**Run 1: PDN straps and rails**

Scale bar: 20 um. Pins as bars on the die edge.
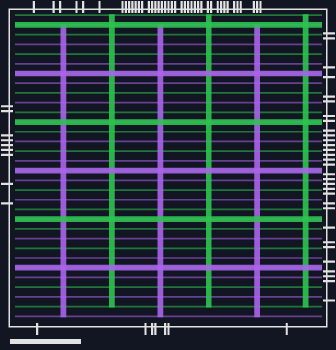
**Run 1: placed cells, one colour a class**

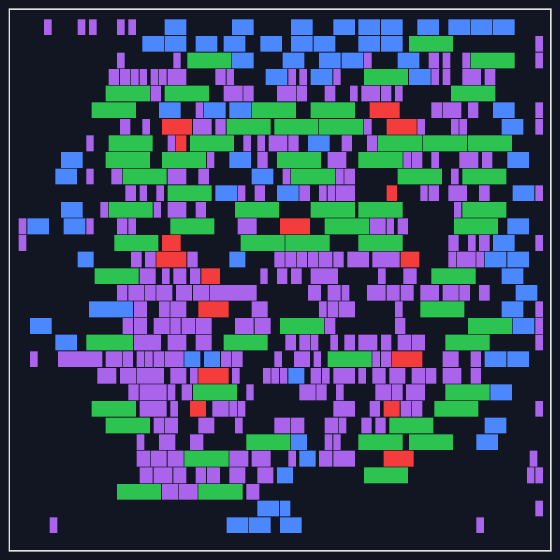
**Run 1: routed clock nets over the placement**

Scale bar: 20 um.
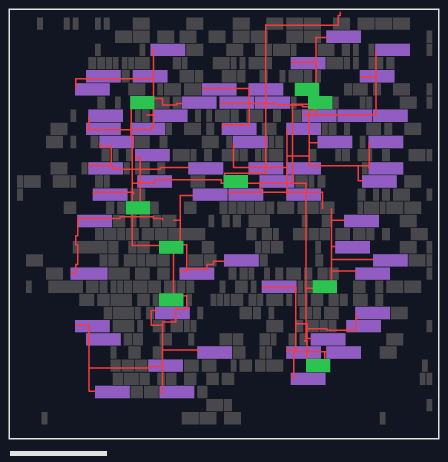
**Run 1: metal layers overlaid**

Scale bar: 20 um.
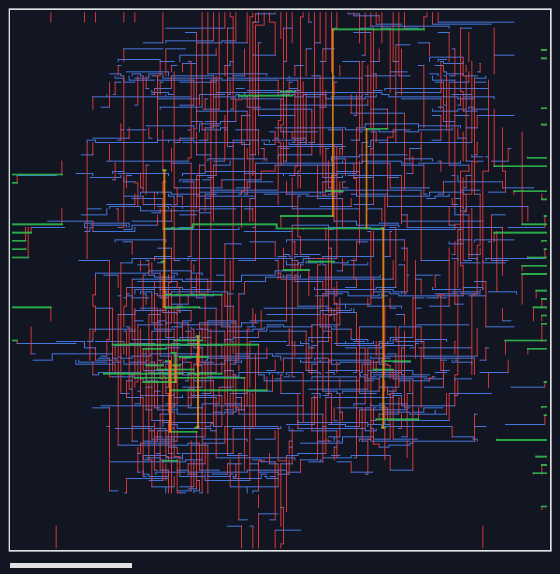
==> src/rtl/pe_weight_loader_pkg.sv <==
// Shared types and constants for the PE weight-bus loader.
package pe_weight_loader_pkg;

  typedef enum logic [1:0] {
    IDLE = 2'd0,
    LOAD = 2'd1,
    DONE = 2'd2
  } state_t;

  localparam logic [31:0] DEFAULT_BASE_ADDR = 32'd23;
  localparam int unsigned WORD_WIDTH        = 32;

endpackage

==> src/rtl/pe_weight_loader_if.sv <==
// Packed-word stream in, weight write bus out, plus load control/status.
interface pe_weight_loader_if;
  import pe_weight_loader_pkg::*;

  logic                  start;
  logic [WORD_WIDTH-1:0] i_data;
  logic                  i_valid;
  logic                  i_ready;
  logic [15:0]           weight_wr_data;
  logic [31:0]           weight_wr_addr;
  logic                  weight_wr_en;
  logic                  busy;
  logic                  done;

  modport master (
    output start, i_data, i_valid,
    input  i_ready, weight_wr_data, weight_wr_addr, weight_wr_en, busy, done
  );

  modport slave (
    input  start, i_data, i_valid,
    output i_ready, weight_wr_data, weight_wr_addr, weight_wr_en, busy, done
  );

endinterface

==> src/rtl/pe_weight_loader.sv <==
// Unpacks 32-bit words into two 16-bit weights and writes them to
// consecutive weight-bus addresses starting at BASE_ADDR.
module pe_weight_loader
  import pe_weight_loader_pkg::*;
#(
  parameter logic [31:0] BASE_ADDR   = DEFAULT_BASE_ADDR,
  parameter int unsigned NUM_WEIGHTS = 226,
  parameter int unsigned CNT_WIDTH   = $clog2(NUM_WEIGHTS + 1)
) (
  input  logic             clk,
  input  logic             rst,
  pe_weight_loader_if.slave bus
);

  state_t               state;
  state_t               state_next;
  logic [CNT_WIDTH-1:0] wr_cnt;
  logic [CNT_WIDTH-1:0] remaining;
  logic [15:0]          hold_data;
  logic                 hold_valid;
  logic                 accept;
  logic                 write;
  logic                 last_write;

  // A held upper half blocks new words, so accept and hold-emit never coincide.
  assign bus.i_ready = (state == LOAD) && !hold_valid && (remaining != '0);
  assign accept      = bus.i_valid && bus.i_ready;
  assign write       = accept || hold_valid;
  assign last_write  = write && (remaining == CNT_WIDTH'(1));
  assign bus.busy    = (state == LOAD);
  assign bus.done    = (state == DONE);

  always_ff @(posedge clk) begin
    if (rst) state <= IDLE;
    else     state <= state_next;
  end

  always_comb begin
    state_next = state;
    unique case (state)
      IDLE:    if (bus.start) state_next = LOAD;
      LOAD:    if (last_write) state_next = DONE;
      DONE:    state_next = IDLE;
      default: state_next = IDLE;
    endcase
  end

  always_ff @(posedge clk) begin
    if (rst) begin
      wr_cnt             <= '0;
      remaining          <= '0;
      hold_data          <= '0;
      hold_valid         <= 1'b0;
      bus.weight_wr_data <= '0;
      bus.weight_wr_addr <= '0;
      bus.weight_wr_en   <= 1'b0;
    end else begin
      bus.weight_wr_en <= write;
      if ((state == IDLE) && bus.start) begin
        wr_cnt    <= '0;
        remaining <= CNT_WIDTH'(NUM_WEIGHTS);
      end else if (write) begin
        bus.weight_wr_data <= accept ? bus.i_data[15:0] : hold_data;
        bus.weight_wr_addr <= BASE_ADDR + 32'(wr_cnt);
        wr_cnt             <= wr_cnt + CNT_WIDTH'(1);
        remaining          <= remaining - CNT_WIDTH'(1);
        // The upper half of the final word is dropped on odd weight counts.
        hold_valid         <= accept && (remaining > CNT_WIDTH'(1));
        if (accept) hold_data <= bus.i_data[31:16];
      end
    end
  end

endmodule

==> src/flat_wrapper.sv <==
// flat-port wrapper written by rule: the top's interface ports become plain ports
module pe_weight_loader_flat import pe_weight_loader_pkg::*;
#(
  parameter logic [31:0] BASE_ADDR   = DEFAULT_BASE_ADDR,
  parameter int unsigned NUM_WEIGHTS = 226,
  parameter int unsigned CNT_WIDTH   = $clog2(NUM_WEIGHTS + 1)
)
  (clk, rst, bus_start, bus_i_data, bus_i_valid, bus_i_ready, bus_weight_wr_data, bus_weight_wr_addr, bus_weight_wr_en, bus_busy, bus_done);
  pe_weight_loader_if bus_i ();
  input  logic clk;
  input  logic rst;
  input wire logic [$bits(bus_i.start)-1:0] bus_start;
  input wire logic [$bits(bus_i.i_data)-1:0] bus_i_data;
  input wire logic [$bits(bus_i.i_valid)-1:0] bus_i_valid;
  output wire logic [$bits(bus_i.i_ready)-1:0] bus_i_ready;
  output wire logic [$bits(bus_i.weight_wr_data)-1:0] bus_weight_wr_data;
  output wire logic [$bits(bus_i.weight_wr_addr)-1:0] bus_weight_wr_addr;
  output wire logic [$bits(bus_i.weight_wr_en)-1:0] bus_weight_wr_en;
  output wire logic [$bits(bus_i.busy)-1:0] bus_busy;
  output wire logic [$bits(bus_i.done)-1:0] bus_done;
  assign bus_i.start = bus_start;
  assign bus_i.i_data = bus_i_data;
  assign bus_i.i_valid = bus_i_valid;
  assign bus_i_ready = bus_i.i_ready;
  assign bus_weight_wr_data = bus_i.weight_wr_data;
  assign bus_weight_wr_addr = bus_i.weight_wr_addr;
  assign bus_weight_wr_en = bus_i.weight_wr_en;
  assign bus_busy = bus_i.busy;
  assign bus_done = bus_i.done;
  pe_weight_loader #(.BASE_ADDR(BASE_ADDR), .NUM_WEIGHTS(NUM_WEIGHTS), .CNT_WIDTH(CNT_WIDTH)) u_core (.clk(clk), .rst(rst), .bus(bus_i));
endmodule
==> config.mk <==
export PLATFORM = sky130hd
export DESIGN_NAME = pe_weight_loader_flat
export DESIGN_NICKNAME = d
export VERILOG_FILES = /design/src/rtl/pe_weight_loader_pkg.sv /design/src/rtl/pe_weight_loader_if.sv /design/src/rtl/pe_weight_loader.sv /design/src/flat_wrapper.sv
export SDC_FILE = /design/constraint.sdc
export NUM_CORES = 1
export LEC_CHECK = 0
export CORE_UTILIZATION = 40
export DETAILED_ROUTE_END_ITERATION = 16
export PLACE_DENSITY = 0.68
export SLEW_MARGIN = 10
export SYNTH_ARGS = -nofsm -noshare
export SYNTH_HDL_FRONTEND = slang
export SYNTH_SLANG_ARGS = --single-unit
==> constraint.sdc <==
create_clock -name clk -period 2.85 [get_ports clk]
set_input_delay 0.7125 -clock clk [delete_from_list [all_inputs] [get_ports clk]]
set_output_delay 0.7125 -clock clk [all_outputs]
set_load 0.005 [all_outputs]
==> out/results.ini, run 1 <==
[worst_hold_path]
hold_end=u_core.hold_data[11]
hold_path_startpoint=u_core.hold_data[11]
min_path_cells=2
hold_class=register to register

[global_route]
met2_usage_pct=31.54
grt_antenna_before_repair=0
grt_pass1_wl_mm=11.71
grt_pass1_vias=2457
grt_most_used_layer=met2

[job]
drv_cap=0
warning_count=29

[timing]
setup_viol=0
worstMarginPinSlew_ns=0.5294
rsz0062_at_grt=false
max-slew-margin-rel_pct=64.70
min_period_ns=2.738
hold_viol_final=0
tns_ns=0
final_max_slew_viol_count=0
max_freq_ghz=0.3652
setup_ws_ns=0.1117

[setup_path]
cp_slowest_cell=clkdlybuf4s50_1
crit_path_max_incr_delay_ns=0.55
cp_max_fo=5
critical_path_class=register to output pin
path_cells=inv_1 -> ha_1 -> nor3b_2 -> a211oi_1 -> clkdlybuf4s50_1
critPathCaptureType=output pin
startpoint_type=register
reg2regPathDepth=7
reg2reg_to=u_core.bus.weight_wr_data[3]
r2r-start=u_core.remaining[1]
cp.required_ns=2.14
r2r_slack_ns=0.48

[power]
switchingPower_w=0.0006282
p_comb_share_pct=21.3
leakagePower_nw=1.354
swShare_pct=30.29

[placement]
hpwl_mm=5.146
placedCellCount=512
place_ws_ns=0.2302
postPlaceCellArea_mm2=0.003633
numPortBuffers=64

[drt]
drc=0
final_antenna_net_count=0
drt-pass1-iter-count=4
wl_met1_mm=3.408

[cells_and_area]
final_cells=528
fillers=715
diodes=0
reg_top3=u_core.bus.weight_wr_data x16, u_core.hold_data x16, u_core.bus.weight_wr_addr x9
layout_top_cell=nand2_1
flow.area_growth_from_synthesis_pct=27.47
drive_gt1_share_pct=8.159
fin_nets=465
final_cell_mix=nand2_1, clkdlybuf4s50_1, dfxtp_1

[floorplan]
ios=88
die_area_mm2=0.007832
fp_util_pct=41.26

[clocking]
cts_setup_buffers=0
cts_max_level=3
cts_resized=1
cts_made_buffers=9
cts_tree=yes
holdBufCountCts=0
clockBufferDepth=2
clk_pin_slew_ns=0.07
clockRootBuffer=clkbuf_8

[synth]
synth_top_cell_by_count=nand2_1
xor_share_pct=0.2926
top_area_cell=dfxtp_1
ff_type=dfxtp_1
yosysSeqAreaShare_pct=40.80
synth-edff-count=0
async_flop_share_pct=0
syn-mean-instance-area_um2=8.155
netlist-cell-type-count=40
synth.top_cell.area_share_pct=40.80
ys_sh_aoi_pct=21.15
synthAdderAreaFrac_pct=2.090
ys_warn_count=0
synth_cells=367
netlist_top_cells_count=nand2_1, dfxtp_1, a21oi_1
mux_share_pct=1.338
synthTopLogicFamily=simple AND/OR/NAND/NOR gates
synthTopCellsByArea=dfxtp_1, nand2_1, a21oi_1
synth-seq-cells=61
ys_area_mm2=0.002993

[status]
status=complete, no violations

Notes on 'PDN straps and rails' above:
[green] VDD
[purple] VSS
met1 rails: 32
rows: 31
Vert. Die Dim: 88.50 um
Peak VDD IR: 0.2294 mV
Chip Width: 88.50 um
Core Region: 0.007253 mm^2

Notes on 'placed cells, one colour a class' above:
[red] clock drivers and dummy loads | cells: 16
[purple] remaining logic cells | cells: 279
[blue] remaining buffers and delay cells | cells: 73
[green] registers | cells: 61
Seq area share: 32.04%
post-route cell area: 0.003815 mm^2
Site Rows: 31
fin util: 52.60%

Notes on 'routed clock nets over the placement' above:
[green] clock-net drivers | count: 9
[red] clock wires | length: 765 um
[purple] flip-flops | count: 61
flops lie: spread over the die
clock latency on the worst-skew pair: 0.34 ns
Clk. pwr: 0.000679 W
Clock Skews: 0.008911 ns
Clk pwr share: 32.7%

Notes on 'metal layers overlaid' above:
[green] M3 | wire length: 338 um
[orange] M4 | wire length: 131 um
[red] M2 | wire length: 3520 um
[blue] M1 | wire length: 3410 um
WL per Instance: 14.00 um
Routed Wire Length: 7.394 mm
vias: 2809
GRT Total Usage: 19.40%

==> run 1: cell families (layout without fill, tap and decap cells) <==
kind of cell	count (synthesis)	after routing
AND-OR/OR-AND	92	92
XOR/XNOR	1	1
adder cells (fa/ha/maj)	5	5
buffers and inverters	57	97
flip-flops	61	61
multiplexers	4	4
other	1	23
AND/OR/NAND/NOR	146	146
==> run 1: worst max-delay path by stage <==
stage | startpoint | to | cells after the start | slack, ns
finish | u_core.remaining[0] | bus_i_ready | 5 | 0.11
global route | u_core.remaining[1] | bus_i_ready | 5 | 0.03
CTS | u_core.remaining[0] | bus_i_ready | 5 | 0.05
detailed placement | bus_start | u_core.bus.weight_wr_addr[0] | 6 | 0.23
global placement | u_core.remaining[0] | bus_i_ready | 5 | 0.31
floorplan | bus_start | u_core.bus.weight_wr_addr[1] | 6 | 0.87
==> run 1: cell type report <==
cell class              instances  area (um^2)  area share, %
clock buffers                   9        123.9          3.247
well taps                      99        123.9          3.247
multi-input cells             271         1548          40.57
clock inverters                 7        51.30          1.345
inverters                       8        30.03         0.7871
repair buffers                 73        715.7          18.76
flip-flops and latches         61         1222          32.04
==> run 1: worst max-delay path, delay by kind of cell (launching register included) <==
family	cells	cell delay (ns)
compound gates	1	0.28
fa+ha+maj	1	0.22
buf+inv	2	0.63
flops	1	0.36
simple gates	1	0.20
==> run 1: power by group through the flow <==
| stage | Combinational [W] | Sequential, W | Clock [W] |
|---|---|---|---|
| 6_report | 0.000442 | 0.000953 | 0.000679 |
| 5_1_grt | 0.000488 | 0.000960 | 0.000731 |
| 3_5_place_dp | 0.000438 | 0.000971 | 0 |
| 3_3_place_gp | 0.000432 | 0.000969 | 0 |
| 2_1_floorplan | 0.000276 | 0.000965 | 0 |
| 4_1_cts | 0.000442 | 0.000952 | 0.000695 |
**Run 1: clock routing**

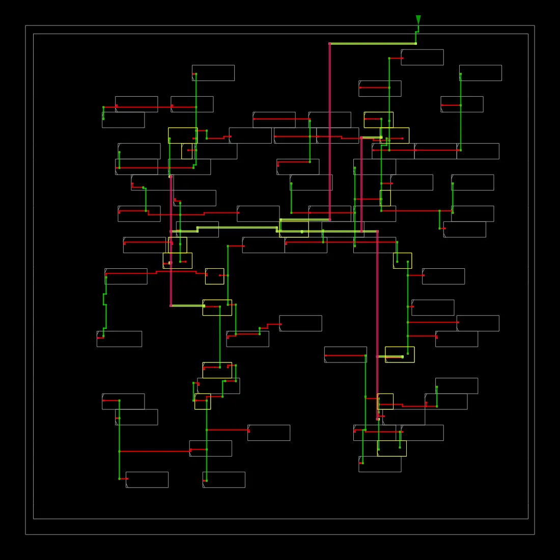

==> inputs of run 2 (changes only) <==
- CORE_UTILIZATION: 40 -> 47
- PLACE_DENSITY: 0.68 -> 0.79
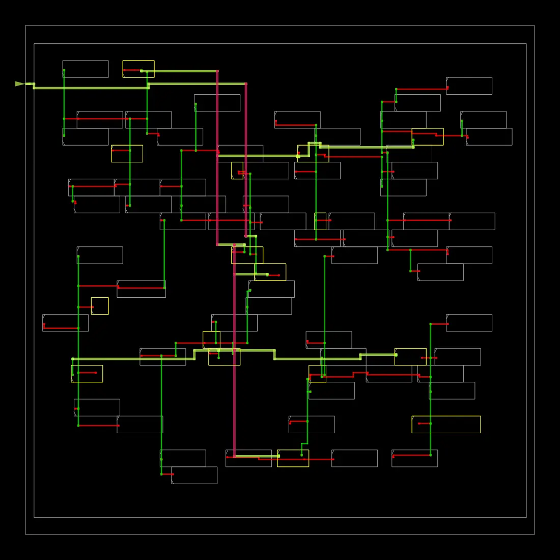
**Above:** run 2 (clock routing).
Clk. pwr: 0.000771 W
CTS Sinks: 61
Seq cells: 61
Clock Skews: 0.006505 ns

==> out/results.ini, run 2 <==
[placement]
postPlaceCellArea_mm2=0.003591  ; -1.2%
placedCellCount=488  ; -4.7%
place_ws_ns=0.1995  ; -0.03065 ns
gp_congestion=0.8059
hpwl_mm=4.990  ; -3.0%
numPortBuffers=64  ; unchanged

[synth]
netlist-cell-type-count=40  ; unchanged
synth-seq-cells=61  ; unchanged
synth_top_cell_by_count=nand2_1
synthTopLogicFamily=simple AND/OR/NAND/NOR gates
ff_type=dfxtp_1
ys_sh_aoi_pct=21.15  ; unchanged
xor_share_pct=0.2926  ; unchanged
netlist_top_cells_count=nand2_1, dfxtp_1, a21oi_1
synth_cells=367  ; unchanged
async_flop_share_pct=0  ; unchanged
synth.top_cell.area_share_pct=40.80  ; unchanged
ys_area_mm2=0.002993  ; unchanged
netlist_area_mm2=0.002993
synthTopCellsByArea=dfxtp_1, nand2_1, a21oi_1
synthAdderAreaFrac_pct=2.090  ; unchanged
ys_warn_count=0  ; unchanged
mux_share_pct=1.338  ; unchanged
synth-edff-count=0  ; unchanged
ys_cells=367
top_area_cell=dfxtp_1
syn-mean-instance-area_um2=8.155  ; unchanged
yosysSeqAreaShare_pct=40.80  ; unchanged

[setup_path]
reg2reg_to=u_core.bus.weight_wr_data[8]
cp.required_ns=2.14  ; about the same
cp_max_fo=4  ; -1
startpoint_type=register
critPathCaptureType=output pin
r2r-start=u_core.remaining[1]
critical_path_class=register to output pin
r2r_slack_ns=0.41  ; -0.07 ns
reg2regPathDepth=7  ; unchanged

[timing]
max_freq_ghz=0.3664  ; +0.32%
hold_viol_final=0  ; unchanged
min_period_ns=2.730  ; -0.008733 ns
worstMarginPinSlew_ns=0.5626  ; +0.03315 ns
rsz0062_at_grt=false
tns_ns=0  ; unchanged
hold_ws_ns=0.4638
final_max_slew_viol_count=0  ; unchanged
max-slew-margin-rel_pct=62.49  ; -2.2 points
setup_ws_ns=0.1204  ; +0.008733 ns
setup_viol=0  ; unchanged

[cells_and_area]
reg_top3=u_core.bus.weight_wr_data x16, u_core.hold_data x16, u_core.bus.weight_wr_addr x9
final_area_mm2=0.003802  ; -0.33%
final_cell_mix=nand2_1, clkdlybuf4s50_1, dfxtp_1
diodes=0  ; unchanged
fin_nets=465  ; unchanged
flow.area_growth_from_synthesis_pct=27.05
final_util_pct=63.10  ; +11 points
final_cells=504  ; -4.5%
layout_top_cell=nand2_1
drive_gt1_share_pct=8.392  ; +0.23 points

[drt]
vias=2793  ; -0.57%
drc=0  ; unchanged
drt-pass1-iter-count=4  ; unchanged
wire_per_inst_um=14.67  ; +4.8%
totalWireLength_mm=7.395  ; about the same
final_antenna_net_count=0  ; unchanged

[floorplan]
fp_util_pct=49.67  ; +8.4 points
die_w_um=81.80  ; -7.6%
die_y_um=81.80  ; -7.6%
ios=88  ; unchanged
row_count=28  ; -9.7%
core_mm2=0.006026  ; -17%
die_area_mm2=0.006691  ; -15%

[clocking]
clockBufferDepth=2  ; unchanged
cts_tree=yes
cts_resized=1  ; unchanged
clk_pin_slew_ns=0.07  ; about the same
cts_setup_buffers=0  ; unchanged
clockRootBuffer=clkbuf_8
cts_made_buffers=9  ; unchanged
clock_latency_ns=0.35  ; about the same
cts_max_level=3  ; unchanged
holdBufCountCts=0  ; unchanged

[global_route]
grt_antenna_before_repair=0  ; unchanged
grt_max_degree=33
grt_pass1_wl_mm=11.83  ; +1.1%
grt_pass1_vias=2532  ; +3.1%
gr-usage-all-layers_pct=23.63  ; +4.2 points

[worst_hold_path]
min_path_cells=2  ; unchanged
hold_class=register to register
hold_end=u_core.hold_data[4]
hold_path_startpoint=u_core.hold_data[4]

[status]
status=complete, no violations

[job]
warning_count=29  ; unchanged
drv_cap=0  ; unchanged

[power]
power_w=0.002166
leakagePower_nw=1.361  ; +0.51%
vdd.ir_drop.worst_mv=0.3911  ; +70%

run 2: cell counts after synthesis:
Identical to the previous run, type by type.
run 2: worst max path at each step:
stage | from | endpoint | slack, ns | cells after the start
floorplan | bus_start | u_core.bus.weight_wr_addr[1] | 0.87 | 6
global placement | u_core.remaining[0] | bus_i_ready | 0.31 | 5
detailed placement | bus_start | u_core.bus.weight_wr_data[8] | 0.20 | 6
CTS | u_core.remaining[0] | bus_i_ready | 0.01 | 5
global route | u_core.remaining[1] | bus_i_ready | 0.05 | 5
finish | u_core.remaining[1] | bus_i_ready | 0.12 | 5
run 2: power by group:
group / switching [W] / internal [W]
Clock: 0.000347 / 0.000423
Sequential: 0.0000446 / 0.000912
Combinational: 0.000224 / 0.000215
run 2: cells by family after synthesis:
family                   after synthesis
buffers and inverters                 57
XOR/XNOR                               1
other                                  1
AND-OR/OR-AND                         92
AND/OR/NAND/NOR                      146
multiplexers                           4
flip-flops                            61
adder cells (fa/ha/maj)                5
run 2: layer usage:
metal | part of all wire [%] | global-route usage, %
met1 | 44 | 28.45
met2 | 49 | 39.34
met3 | 5.7 | 7.444
met4 | 1.5 | 8.421
met5 | 0 | 0
run 2: worst max-delay path, cell delays in order, from the launching register on:
cell	delay, ns
dfxtp_1	0.33
inv_1	0.12
ha_1	0.20
nor3b_2	0.42
a211oi_2	0.13
clkdlybuf4s50_1	0.47
run 2: cell type report:
class / instances / area (um^2)
tap: 75 / 93.84
clock inverter: 6 / 62.56
multi-input combinational: 271 / 1553
sequential: 61 / 1222
timing repair buffer: 73 / 703.2
inverter: 8 / 30.03
clock buffer: 10 / 137.6
fill: 528 / 2223
Power figures rest on the tool's default switching activity, not on a simulated workload.
